**src/rtl/ofs_fim_pcie_pkg.sv**
```systemverilog
// Shared PCIe FIM types: function numbering widths and the FLR request payload.
package ofs_fim_pcie_pkg;

  localparam int unsigned NUM_PF   = 8;
  localparam int unsigned PF_NUM_W = 3;
  localparam int unsigned VF_NUM_W = 11;

  typedef struct packed {
    logic                vf;
    logic [PF_NUM_W-1:0] pf_num;
    logic [VF_NUM_W-1:0] vf_num;
  } flr_req_t;

  // Index of the lowest set bit; 0 when the vector is empty.
  function automatic logic [PF_NUM_W-1:0] lowest_pf(input logic [NUM_PF-1:0] vec);
    lowest_pf = '0;
    for (int i = NUM_PF - 1; i >= 0; i--) begin
      if (vec[i]) lowest_pf = PF_NUM_W'(i);
    end
  endfunction

endpackage

```
**src/rtl/pcie_flr_vf_fifo.sv**
```systemverilog
// Small synchronous FIFO of pending VF FLR requests.
module pcie_flr_vf_fifo
  import ofs_fim_pcie_pkg::*;
#(
  parameter  int unsigned DEPTH = 4,
  localparam int unsigned CNT_W = $clog2(DEPTH) + 1
) (
  input  logic             clk,
  input  logic             rst_n,
  input  logic             i_push,
  input  flr_req_t         i_data,
  input  logic             i_pop,
  output flr_req_t         o_data_c,
  output logic             o_full_c,
  output logic             o_empty_c,
  output logic [CNT_W-1:0] o_count_c
);

  localparam int unsigned PTR_W = $clog2(DEPTH);

  flr_req_t         r_mem [DEPTH];
  logic [PTR_W-1:0] r_wr_ptr;
  logic [PTR_W-1:0] r_rd_ptr;
  logic [CNT_W-1:0] r_count;
  logic             w_wr;
  logic             w_rd;

  assign o_full_c  = (r_count == CNT_W'(DEPTH));
  assign o_empty_c = (r_count == '0);
  assign o_count_c = r_count;
  assign o_data_c  = r_mem[r_rd_ptr];

  // A push into a full queue still lands when a pop frees the slot this cycle.
  assign w_wr = i_push && (!o_full_c || i_pop);
  assign w_rd = i_pop && !o_empty_c;

  always_ff @(posedge clk or negedge rst_n) begin
    if (!rst_n) begin
      r_wr_ptr <= '0;
      r_rd_ptr <= '0;
      r_count  <= '0;
    end else begin
      if (w_wr) r_wr_ptr <= r_wr_ptr + PTR_W'(1);
      if (w_rd) r_rd_ptr <= r_rd_ptr + PTR_W'(1);
      case ({w_wr, w_rd})
        2'b10:   r_count <= r_count + CNT_W'(1);
        2'b01:   r_count <= r_count - CNT_W'(1);
        default: r_count <= r_count;
      endcase
    end
  end

  always_ff @(posedge clk) begin
    if (w_wr) r_mem[r_wr_ptr] <= i_data;
  end

endmodule

```
**src/rtl/pcie_flr_resp.sv**
```systemverilog
// Device-side FLR responder: serialises PF/VF FLRs into one function reset at a time.
module pcie_flr_resp
  import ofs_fim_pcie_pkg::*;
#(
  parameter int unsigned VF_FIFO_DEPTH   = 4,
  parameter int unsigned RST_HOLD_CYCLES = 16
) (
  input  logic                clk,
  input  logic                rst_n,
  input  logic [NUM_PF-1:0]   i_flr_pf_active,
  input  logic                i_flr_rcvd_vf,
  input  logic [PF_NUM_W-1:0] i_flr_rcvd_pf_num,
  input  logic [VF_NUM_W-1:0] i_flr_rcvd_vf_num,
  output logic [NUM_PF-1:0]   o_flr_pf_done,
  output logic                o_flr_completed_vf,
  output logic [PF_NUM_W-1:0] o_flr_completed_pf_num,
  output logic [VF_NUM_W-1:0] o_flr_completed_vf_num,
  output logic                o_func_rst_req,
  output logic                o_func_rst_vf,
  output logic [PF_NUM_W-1:0] o_func_rst_pf_num,
  output logic [VF_NUM_W-1:0] o_func_rst_vf_num,
  input  logic                i_func_rst_ack,
  output logic                o_vf_fifo_full,
  output logic                o_vf_drop
);

  localparam int unsigned CNT_W  = $clog2(VF_FIFO_DEPTH) + 1;
  localparam int unsigned HOLD_W = $clog2(RST_HOLD_CYCLES + 1);

  typedef enum logic [1:0] {S_IDLE, S_ASSERT, S_WAIT_ACK, S_DONE} state_t;

  state_t              r_state;
  logic [HOLD_W-1:0]   r_hold_cnt;
  logic [NUM_PF-1:0]   r_pf_act;
  logic [NUM_PF-1:0]   r_pf_act_d;
  logic [NUM_PF-1:0]   r_pf_pending;
  logic                r_vf_avail;
  flr_req_t            r_tgt;
  logic                r_req;
  logic [NUM_PF-1:0]   r_pf_done;
  logic                r_cmp_vf;
  logic                r_vf_full;
  logic                r_vf_drop;

  flr_req_t            w_push_data;
  flr_req_t            w_head;
  logic                w_full;
  logic                w_empty;
  logic [CNT_W-1:0]    w_count;
  logic [NUM_PF-1:0]   w_pf_rise;
  logic [PF_NUM_W-1:0] w_pf_sel;
  logic                w_start_pf;
  logic                w_pop;
  logic [NUM_PF-1:0]   w_pf_clr;
  logic                w_drop;

  assign w_push_data = '{vf: 1'b1, pf_num: i_flr_rcvd_pf_num, vf_num: i_flr_rcvd_vf_num};

  pcie_flr_vf_fifo #(.DEPTH(VF_FIFO_DEPTH)) u_vf_fifo (
    .clk       (clk),
    .rst_n     (rst_n),
    .i_push    (i_flr_rcvd_vf),
    .i_data    (w_push_data),
    .i_pop     (w_pop),
    .o_data_c  (w_head),
    .o_full_c  (w_full),
    .o_empty_c (w_empty),
    .o_count_c (w_count)
  );

  // PF requests always win arbitration over queued VF requests.
  assign w_pf_rise  = r_pf_act & ~r_pf_act_d;
  assign w_pf_sel   = lowest_pf(r_pf_pending);
  assign w_start_pf = (r_state == S_IDLE) && (|r_pf_pending);
  assign w_pop      = (r_state == S_IDLE) && !(|r_pf_pending) && r_vf_avail && !w_empty;
  assign w_pf_clr   = w_start_pf ? (NUM_PF'(1) << w_pf_sel) : '0;
  assign w_drop     = i_flr_rcvd_vf && w_full && !w_pop;

  always_ff @(posedge clk or negedge rst_n) begin
    if (!rst_n) begin
      r_state      <= S_IDLE;
      r_hold_cnt   <= '0;
      r_pf_act     <= '0;
      r_pf_act_d   <= '0;
      r_pf_pending <= '0;
      r_vf_avail   <= 1'b0;
      r_tgt        <= '0;
      r_req        <= 1'b0;
      r_pf_done    <= '0;
      r_cmp_vf     <= 1'b0;
      r_vf_full    <= 1'b0;
      r_vf_drop    <= 1'b0;
    end else begin
      r_pf_act     <= i_flr_pf_active;
      r_pf_act_d   <= r_pf_act;
      // A fresh rising edge during service re-arms the PF for another pass.
      r_pf_pending <= (r_pf_pending & ~w_pf_clr) | w_pf_rise;
      r_vf_avail   <= !w_empty;
      r_vf_full    <= (w_count == CNT_W'(VF_FIFO_DEPTH));
      r_vf_drop    <= w_drop;

      case (r_state)
        S_IDLE: begin
          if (w_start_pf || w_pop) begin
            r_tgt      <= w_start_pf ? '{vf: 1'b0, pf_num: w_pf_sel, vf_num: '0} : w_head;
            r_state    <= S_ASSERT;
            r_req      <= 1'b1;
            r_hold_cnt <= '0;
          end
        end
        S_ASSERT: begin
          if (r_hold_cnt == HOLD_W'(RST_HOLD_CYCLES - 1)) r_state <= S_WAIT_ACK;
          else r_hold_cnt <= r_hold_cnt + HOLD_W'(1);
        end
        S_WAIT_ACK: begin
          if (i_func_rst_ack) begin
            r_state    <= S_DONE;
            r_req      <= 1'b0;
            r_hold_cnt <= '0;
            if (r_tgt.vf) r_cmp_vf <= 1'b1;
            else r_pf_done <= NUM_PF'(1) << r_tgt.pf_num;
          end
        end
        S_DONE: begin
          // Pulse for the first cycle, then one quiet cycle before arbitration.
          r_pf_done <= '0;
          r_cmp_vf  <= 1'b0;
          if (r_hold_cnt == '0) r_hold_cnt <= HOLD_W'(1);
          else r_state <= S_IDLE;
        end
        default: r_state <= S_IDLE;
      endcase
    end
  end

  assign o_func_rst_req         = r_req;
  assign o_func_rst_vf          = r_tgt.vf;
  assign o_func_rst_pf_num      = r_tgt.pf_num;
  assign o_func_rst_vf_num      = r_tgt.vf_num;
  assign o_flr_pf_done          = r_pf_done;
  assign o_flr_completed_vf     = r_cmp_vf;
  assign o_flr_completed_pf_num = r_tgt.pf_num;
  assign o_flr_completed_vf_num = r_tgt.vf_num;
  assign o_vf_fifo_full         = r_vf_full;
  assign o_vf_drop              = r_vf_drop;

endmodule

```
**config.mk**
```make
export PLATFORM = sky130hd
export DESIGN_NAME = pcie_flr_resp
export DESIGN_NICKNAME = d
export VERILOG_FILES = /design/src/rtl/ofs_fim_pcie_pkg.sv /design/src/rtl/pcie_flr_vf_fifo.sv /design/src/rtl/pcie_flr_resp.sv
export SDC_FILE = /design/constraint.sdc
export NUM_CORES = 1
export LEC_CHECK = 0
export ABC_AREA = 1
export CORE_ASPECT_RATIO = 1.2
export CORE_UTILIZATION = 25
export CTS_CLUSTER_SIZE = 24
export DETAILED_ROUTE_END_ITERATION = 6
export SLEW_MARGIN = 20
export SYNTH_ARGS = -nofsm -noshare
export SYNTH_HDL_FRONTEND = slang
export SYNTH_SLANG_ARGS = --single-unit
```
**constraint.sdc**
```tcl
create_clock -name clk -period 3.2 [get_ports clk]
set_clock_uncertainty 0.1 [all_clocks]
set_input_delay 0.32 -clock clk [delete_from_list [all_inputs] [get_ports clk]]
set_output_delay 0.32 -clock clk [all_outputs]
set_load 0.01 [all_outputs]
```
Signal wires on met1:
Scale bar: 50 um. Supply wires on this layer in gray.
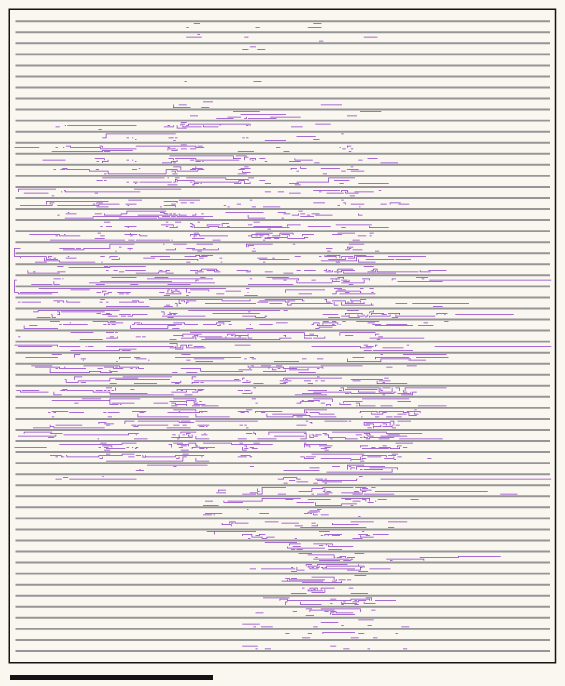
The longest straight run is 46.0 um. The layer holds 42% of the routed length. 549 nets have wire on it. The layer carries 4,660 um of wire. The wires run mostly horizontal.

Met2 routing:
Cells faint in the background.
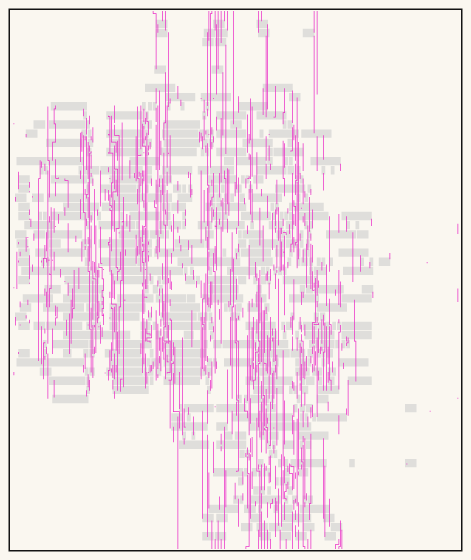
The layer carries 5,770 um of wire. The layer holds 52% of the routed length. The longest straight run is 56.4 um.

Metal 3:
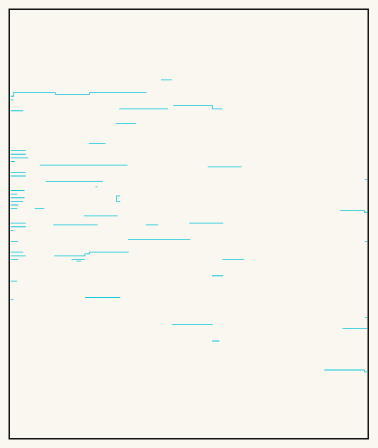
The layer holds 4.1% of the routed length. The layer carries 449 um of wire. The longest straight run is 32.7 um. The wires run mostly horizontal.

Track usage over the die:
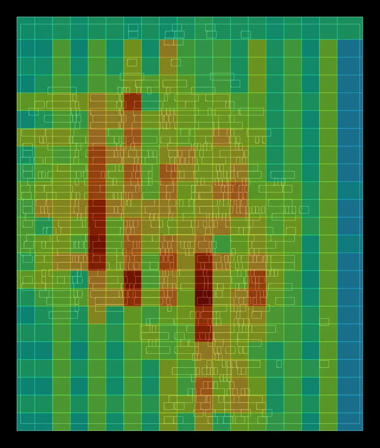
grt peak-use layer: met2
Layout Utilization: 32.8%
All-Layer GR Usage: 11.0%

==> impl_metrics.yaml <==
# yosys + openroad results
finish:
  final_layout_top_logic_cell: "nand2_1"
  seq_cell_count: 122
  sh_seq_area_pct: 49.8
  buffer_area_share_pct: 11.3
  nClkBuffers: 18
  logic_gates: 302
  flop_area_um2: 3330
  nNonClkBuffers: 77
  final_area_um2: 6690
yosys:
  aoi_share_pct: 6.72
  edf_count: 56
  synth.avg_cell_area_um2: 10.4
  postSynth.asyncResetShare_pct: 54.1
  common_cells: "nand2_1 (142), dfrtp_1 (66), edfxtp_1 (56)"
  ys_cells: 503
  synth_area_um2: 5240
  top_logic_kind: "simple AND/OR/NAND/NOR gates"
  synth_warnings: 0
  yosys_area_um2: 5240
  ys_ff: 122
  netlist.area_leader.share_pct: 32.1
clock_network:
  holdBufCountCts: 1
  cts_max_level: 4
  clock_latency_ps: 410
  post_cts_resized: 0
  numCtsBuffers: 17
  clockBufferDepth: 2
  cts_root_buf: "clkbuf_16"
  postCtsSetupBuffers: 0
final_timing:
  slew_viol_final: 0
  finalCriticalPeriod_ps: 2530
  setup_ws_ps: 672
pwr:
  p_switching_mw: 1.58
  leakage_nw: 2.92
  p_sw_share_pct: 31.9
  power.share.sequential_pct: 42.1
  ir_drop_v: 0.000407
global_routing:
  antenna_found_initial: 0
  grt_use_met2_pct: 19.4
  grt_pass1_vias: 3552
worst_hold_path:
  whs_endpoint: "r_pf_act[0]$_DFF_PN0_"
  hold_class: "input port to register"
worst_setup_path:
  crit_path_end: "u_vf_fifo.o_count_c[2]$_DFFE_PN0P_"
  critPathBufInv: 2
  critical_path.cell_chain: "inv_1, ha_1, nand2_1, nor2_8, nand2_1, nand2_1, nand2_2, ha_1, inv_1, fa_1, a21oi_1, o21ai_0, xor2_1"
  cp_slowest_cell: "dfrtp_1"
  rr_startpoint: "r_state[0]$_DFFE_PN0P_"
  r2r_cells: 13
  r2r_setup_slack_ps: 670
  startpoint_type: "register"
  crit_required_ps: 3390
  r2r_end: "u_vf_fifo.o_count_c[2]$_DFFE_PN0P_"
  worstSetupPathType: "register to register"
  critical_path.max_stage_delay_ps: 400
routing:
  wl_per_cell_um: 12.9
  antenna_left: 0
  wirelength_um: 11000
  wl_met1_um: 4660
  drc: 0
floorplanning:
  fp_util_pct: 25.7
  rows: 57
  die_area_um2: 21500
  fp.dieW_um: 134
flow_run:
  max-cap-violations: 0
placed_design:
  dp_slack_ps: 661
run_status:
  status: "complete, no violations"
Power is estimated from default activity; no workload was simulated.
